--- config.mk ---
export PLATFORM = sky130hd
export DESIGN_NAME = kong_key_decoder
export DESIGN_NICKNAME = d
export VERILOG_FILES = /design/src/rtl/kong_key_decoder.sv
export SDC_FILE = /design/constraint.sdc
export NUM_CORES = 1
export LEC_CHECK = 0
export CORE_UTILIZATION = 50
export CTS_CLUSTER_DIAMETER = 60
export DETAILED_ROUTE_END_ITERATION = 6
export PLACE_DENSITY = 0.83
export SYNTH_ARGS = -nofsm -noshare
export SYNTH_HDL_FRONTEND = slang
export SYNTH_SLANG_ARGS = --single-unit
--- constraint.sdc ---
create_clock -name clk -period 1.39 [get_ports clk]
set_input_delay 0.139 -clock clk [delete_from_list [all_inputs] [get_ports clk]]
set_output_delay 0.139 -clock clk [all_outputs]
set_load 0.01 [all_outputs]
--- src/rtl/kong_key_decoder.sv ---
// PS/2 scan-code decoder for Kong: held left/right levels, sticky start_game, throw pulse.
// Define KONG_KEY_WASD_EN to also accept plain A (1C) / D (23) as left / right.
module kong_key_decoder #(
  parameter logic [7:0] KEY_LEFT       = 8'h6B,
  parameter logic [7:0] KEY_RIGHT      = 8'h74,
  parameter logic [7:0] KEY_START      = 8'h5A,
  parameter logic [7:0] KEY_THROW      = 8'h29,
  parameter int         PREFIX_TIMEOUT = 2_000_000
) (
  input  logic       clk,
  input  logic       rst_n,
  input  logic [7:0] rx_data,
  input  logic       rx_valid,
  output logic       left,
  output logic       right,
  output logic       start_game,
  output logic       throw
);

`ifdef KONG_KEY_WASD_EN
  localparam bit WASD_EN = 1'b1;
`else
  localparam bit WASD_EN = 1'b0;
`endif

  typedef enum logic [1:0] {ST_IDLE, ST_EXT, ST_BREAK, ST_EXT_BREAK} state_t;

  state_t      state, state_n;
  logic [20:0] tmo_cnt;
  logic        tmo;
  logic        make_p, make_e, brk_p, brk_e;
  logic        held_l, held_r, held_t, last;
  logic        held_l_n, held_r_n, held_t_n, last_n, start_n;
  logic        l_make, l_brk, r_make, r_brk;

  assign tmo = (state != ST_IDLE) && !rx_valid && (tmo_cnt == 21'(PREFIX_TIMEOUT - 1));

  always_ff @(posedge clk) begin
    if (!rst_n) state <= ST_IDLE;
    else        state <= state_n;
  end

  always_comb begin
    state_n = state;
    make_p  = 1'b0;
    make_e  = 1'b0;
    brk_p   = 1'b0;
    brk_e   = 1'b0;
    if (rx_valid) begin
      case (state)
        ST_IDLE:
          if (rx_data == 8'hE0)      state_n = ST_EXT;
          else if (rx_data == 8'hF0) state_n = ST_BREAK;
          else                       make_p  = 1'b1;
        ST_EXT:
          if (rx_data == 8'hE0)      state_n = ST_EXT;
          else if (rx_data == 8'hF0) state_n = ST_EXT_BREAK;
          else begin
            make_e  = 1'b1;
            state_n = ST_IDLE;
          end
        ST_BREAK: begin
          brk_p   = 1'b1;
          state_n = ST_IDLE;
        end
        default: begin
          brk_e   = 1'b1;
          state_n = ST_IDLE;
        end
      endcase
    end else if (tmo) begin
      // stale prefix: drop it without touching key state
      state_n = ST_IDLE;
    end
  end

  always_ff @(posedge clk) begin
    if (!rst_n)                          tmo_cnt <= '0;
    else if (rx_valid || state == ST_IDLE) tmo_cnt <= '0;
    else                                 tmo_cnt <= tmo_cnt + 21'd1;
  end

  // Numpad (plain) 6B/74 are deliberately not treated as arrows.
  assign l_make = (make_e && rx_data == KEY_LEFT)  || (WASD_EN && make_p && rx_data == 8'h1C);
  assign l_brk  = (brk_e  && rx_data == KEY_LEFT)  || (WASD_EN && brk_p  && rx_data == 8'h1C);
  assign r_make = (make_e && rx_data == KEY_RIGHT) || (WASD_EN && make_p && rx_data == 8'h23);
  assign r_brk  = (brk_e  && rx_data == KEY_RIGHT) || (WASD_EN && brk_p  && rx_data == 8'h23);

  always_comb begin
    held_l_n = held_l;
    held_r_n = held_r;
    held_t_n = held_t;
    last_n   = last;
    start_n  = start_game;
    if (l_make) begin
      held_l_n = 1'b1;
      last_n   = 1'b0;
    end else if (l_brk) begin
      held_l_n = 1'b0;
    end
    if (r_make) begin
      held_r_n = 1'b1;
      last_n   = 1'b1;
    end else if (r_brk) begin
      held_r_n = 1'b0;
    end
    if (make_p && rx_data == KEY_THROW)     held_t_n = 1'b1;
    else if (brk_p && rx_data == KEY_THROW) held_t_n = 1'b0;
    if (make_p && rx_data == KEY_START)     start_n  = 1'b1;
  end

  always_ff @(posedge clk) begin
    if (!rst_n) begin
      held_l     <= 1'b0;
      held_r     <= 1'b0;
      held_t     <= 1'b0;
      last       <= 1'b0;
      start_game <= 1'b0;
      left       <= 1'b0;
      right      <= 1'b0;
      throw      <= 1'b0;
    end else begin
      held_l     <= held_l_n;
      held_r     <= held_r_n;
      held_t     <= held_t_n;
      last       <= last_n;
      start_game <= start_n;
      // last-pressed wins when both arrows are held
      left       <= start_n & held_l_n & (~held_r_n | ~last_n);
      right      <= start_n & held_r_n & (~held_l_n |  last_n);
      throw      <= start_game & make_p & (rx_data == KEY_THROW) & ~held_t;
    end
  end

endmodule
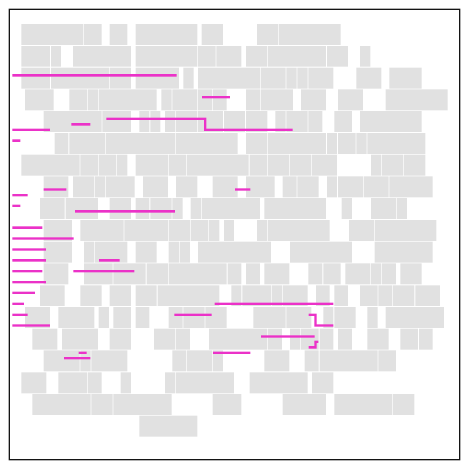
(images/layer_met3.png)
Drawn at 8 px/um. Cells faint in the background.
The layer holds 4.4% of the routed length. The layer carries 158 um of wire. 25 nets have wire on it.

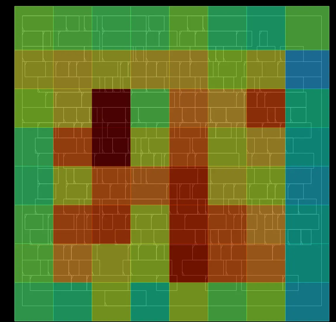
(images/congestion.png)
Routed WL per cell: 14.8 um
GR peak layer: met2
final core occ: 73.1%
GR Util met3: 7.21%
met2 usage: 40.3%

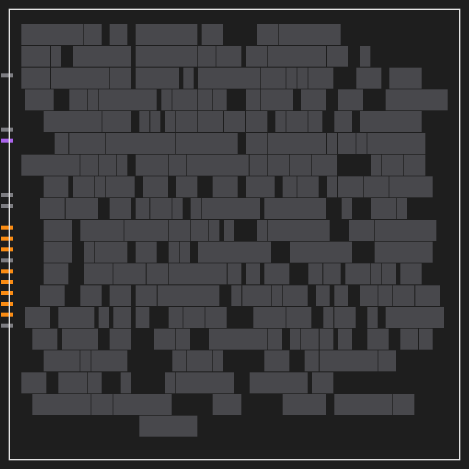
(images/io_placement.png)
Drawn at 8 px/um. Pins as bars across the die edge, other pins in gray.
rx_data: shown in orange, pins 8, direction input, edge left. right: shown in purple, pins 1, direction output, edge left.
Die Y: 56.1 um
Die Span X: 56.1 um
Port Buffer Count: 14

==> Slide: Implementation Results <==
Key Metrics from the Run

Floorplan
  • Init Core Util: 53.1%
  • FP Rows: 19
  • Core area: 2760 um^2
  • Tapcell count: 31

Synthesis
  • # Cells Yosys: 159
  • AND-OR/OR-AND Cells, Area Fraction: 8.80%
  • Top cell area share: 42.4%
  • Post-synth cell types: 36
  • Top cells, area: dfxtp_1 (42%), nor2_1 (5.1%), xnor2_1 (4.2%), xor2_1 (4.2%), nand2_1 (3.1%)
  • Synth Area per Inst: 9.21 um^2
  • Cell taking the most area after synthesis: dfxtp_1
  • Flops after synth: 31
  • Synth Warn #: 0
  • Floorplan Nets: 171
  • Async S/R FF share, synth: 0%
  • Yosys stat area: 1460 um^2
  • Synth logic family: simple AND/OR/NAND/NOR gates
  • Seq share, synth: 42.4%
  • Adder Share, Synth: 0.855%
  • Most frequent cells after synthesis: dfxtp_1 (31), nor2_1 (20), nand2_1 (12)
  • Flip-flops with a built-in enable: 0

GRT
  • First-pass GRT wire length: 5.64 mm
  • Initial antenna violation count: 0
  • Vias in the first global route: 1385
  • Largest net degree at the start of global routing: 21
  • Total global routing overflow: 0

Cells and area
  • Seq_cells: 31
  • Top Registers: tmo_cnt: 21 flops, state: 2 flops
  • ClkCell Share: 2.61%
  • Commonest Layout Cell: buf_4
  • Fraction of layout cells with a size suffix above 1: 38.3%
  • Top cell category: logic gates
  • Post-Layout Cell Count: 240
  • Total Nets Final: 220
  • Sequential share of cell area: 31.5%
  • Ant diodes: 0
  • Multi-input gate share of total cell area: 43.6%
  • Comb gates: 118
  • Top Layout Cells: buf_4 (30), nor2_1 (20), dfxtp_1 (19), nand2_1 (12), dfxtp_2 (12)
  • Largest register FFs: 21
  • Non-Clock Buffer Count: 46
  • Inverters: 6

Job
  • Max-Cap Viols: 0

Clocking
  • Root buf cell: clkbuf_4
  • Hold bufs inserted after CTS: 0
  • Num CTS Buffers: 5
  • CTS resizes: 21
  • # clock sinks: 31
  • TritonCTS clock tree: yes

Setup path
  • Worst setup EP type: flop
  • Slowest cell on crit path: clkdlybuf4s50_1
  • Crit-path leading delay family: AND-OR/OR-AND gates
  • Cell chain of the critical path: clkdlybuf4s50_1, buf_4, nor2_1, a31oi_1, nand2_1, a22o_2, o2111a_1
  • Crit path required time: 1.62 ns
  • Critical-path maximum fanout: 3
  • Setup Crit Path Kind: primary input to flop
  • R2r setup slk: -0.01 ns
  • R2R Path End: right$_SDFF_PN0_
  • CP Depth: 7
  • Worst path buffer plus inverter count: 2
  • Worst Setup Start Kind: primary input
  • CP max stage delay: 0.51 ns
  • Worst setup endpoint: right$_SDFF_PN0_
  • Crit path DAT: 1.63 ns

Final timing
  • Final setup vio count: 2
  • Final clock skew: 0.00569 ns
  • Minimum clock period: 1.41 ns
  • Final worst slack: -0.0154 ns
  • Fin crit share: 101%
  • Final hold vios: 0
  • Rel. slew slack: 79.3%
  • Measured slew at the worst slew-check pin: 0.310 ns
  • Setup TNS: -0.0221 ns

Pwr
  • Seq. pwr: 887 uW
  • Max VDD drop: 848 uV
  • Leakage: 0.782 nW
  • Overall Power: 1.46 mW
  • Main power group: registers
  • Clock Power Share: 34.1%
  • Power Dens Cells: 725 nW/um^2
  • P_int: 1.12 mW
  • Total combinational power: 74.8 uW
  • Sw Ratio: 23.4%
  • Sequential fraction of design power: 60.8%

Routing
  • Antenna Nets Post-Route: 0
  • Initial DRT Pass Iterations: 4
  • Highest metal used: met4
  • Vias/cell: 5.72
  • DR iter-0 viols: 42
  • Drt drc: 0
  • Met1 wire length: 1.39 mm
  • Metal3 WL: 157 um

Status
  • Failing checks: setup timing
  • Outcome: finished with violations

Worst hold path
  • Min-Delay Endpoint: state[1]$_SDFFE_PN0P_
  • Min-delay worst type: primary input to flop
  • Hold Path Origin: rx_data[4]

Place
  • Placed insts: 229
  • DP HPWL: 2.51 mm
  • Pre-CTS setup slack: -0.508 ns
  • Gpl congestion: 0.882
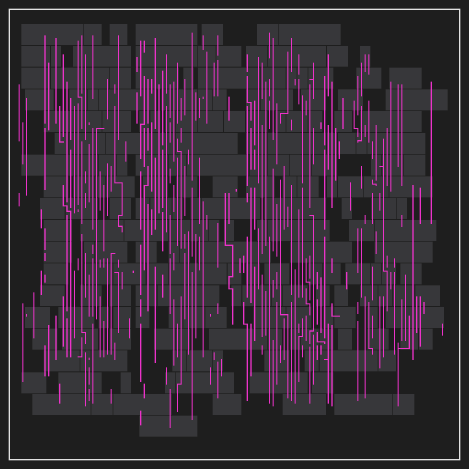
(images/layer_met2.png)
Drawn at 8 px/um. Cells faint in the background.
The longest straight run is 23.8 um. The layer holds 53% of the routed length. The wires run mostly vertical.
Vias: 1372
wirelength, routed: 3.55 mm

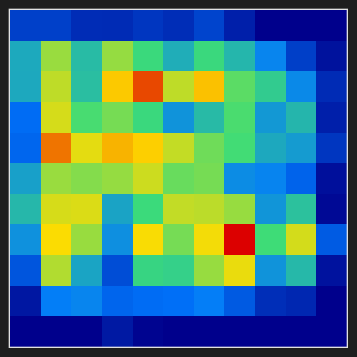
(images/metal_density.png)
Drawn at 6 px/um. The die is cut into 11 by 11 equal tiles; dark blue is low, red is high, scaled to the fullest tile. Values are wire area over tile area, all layers added.
The mean over all tiles is 0.18. 34% of the tiles are over half the peak. 12% of the tiles are nearly empty. The fullest tile reaches 0.49.
total track usage: 23.3%

Power figures rest on the tool's default switching activity, not on a simulated workload.
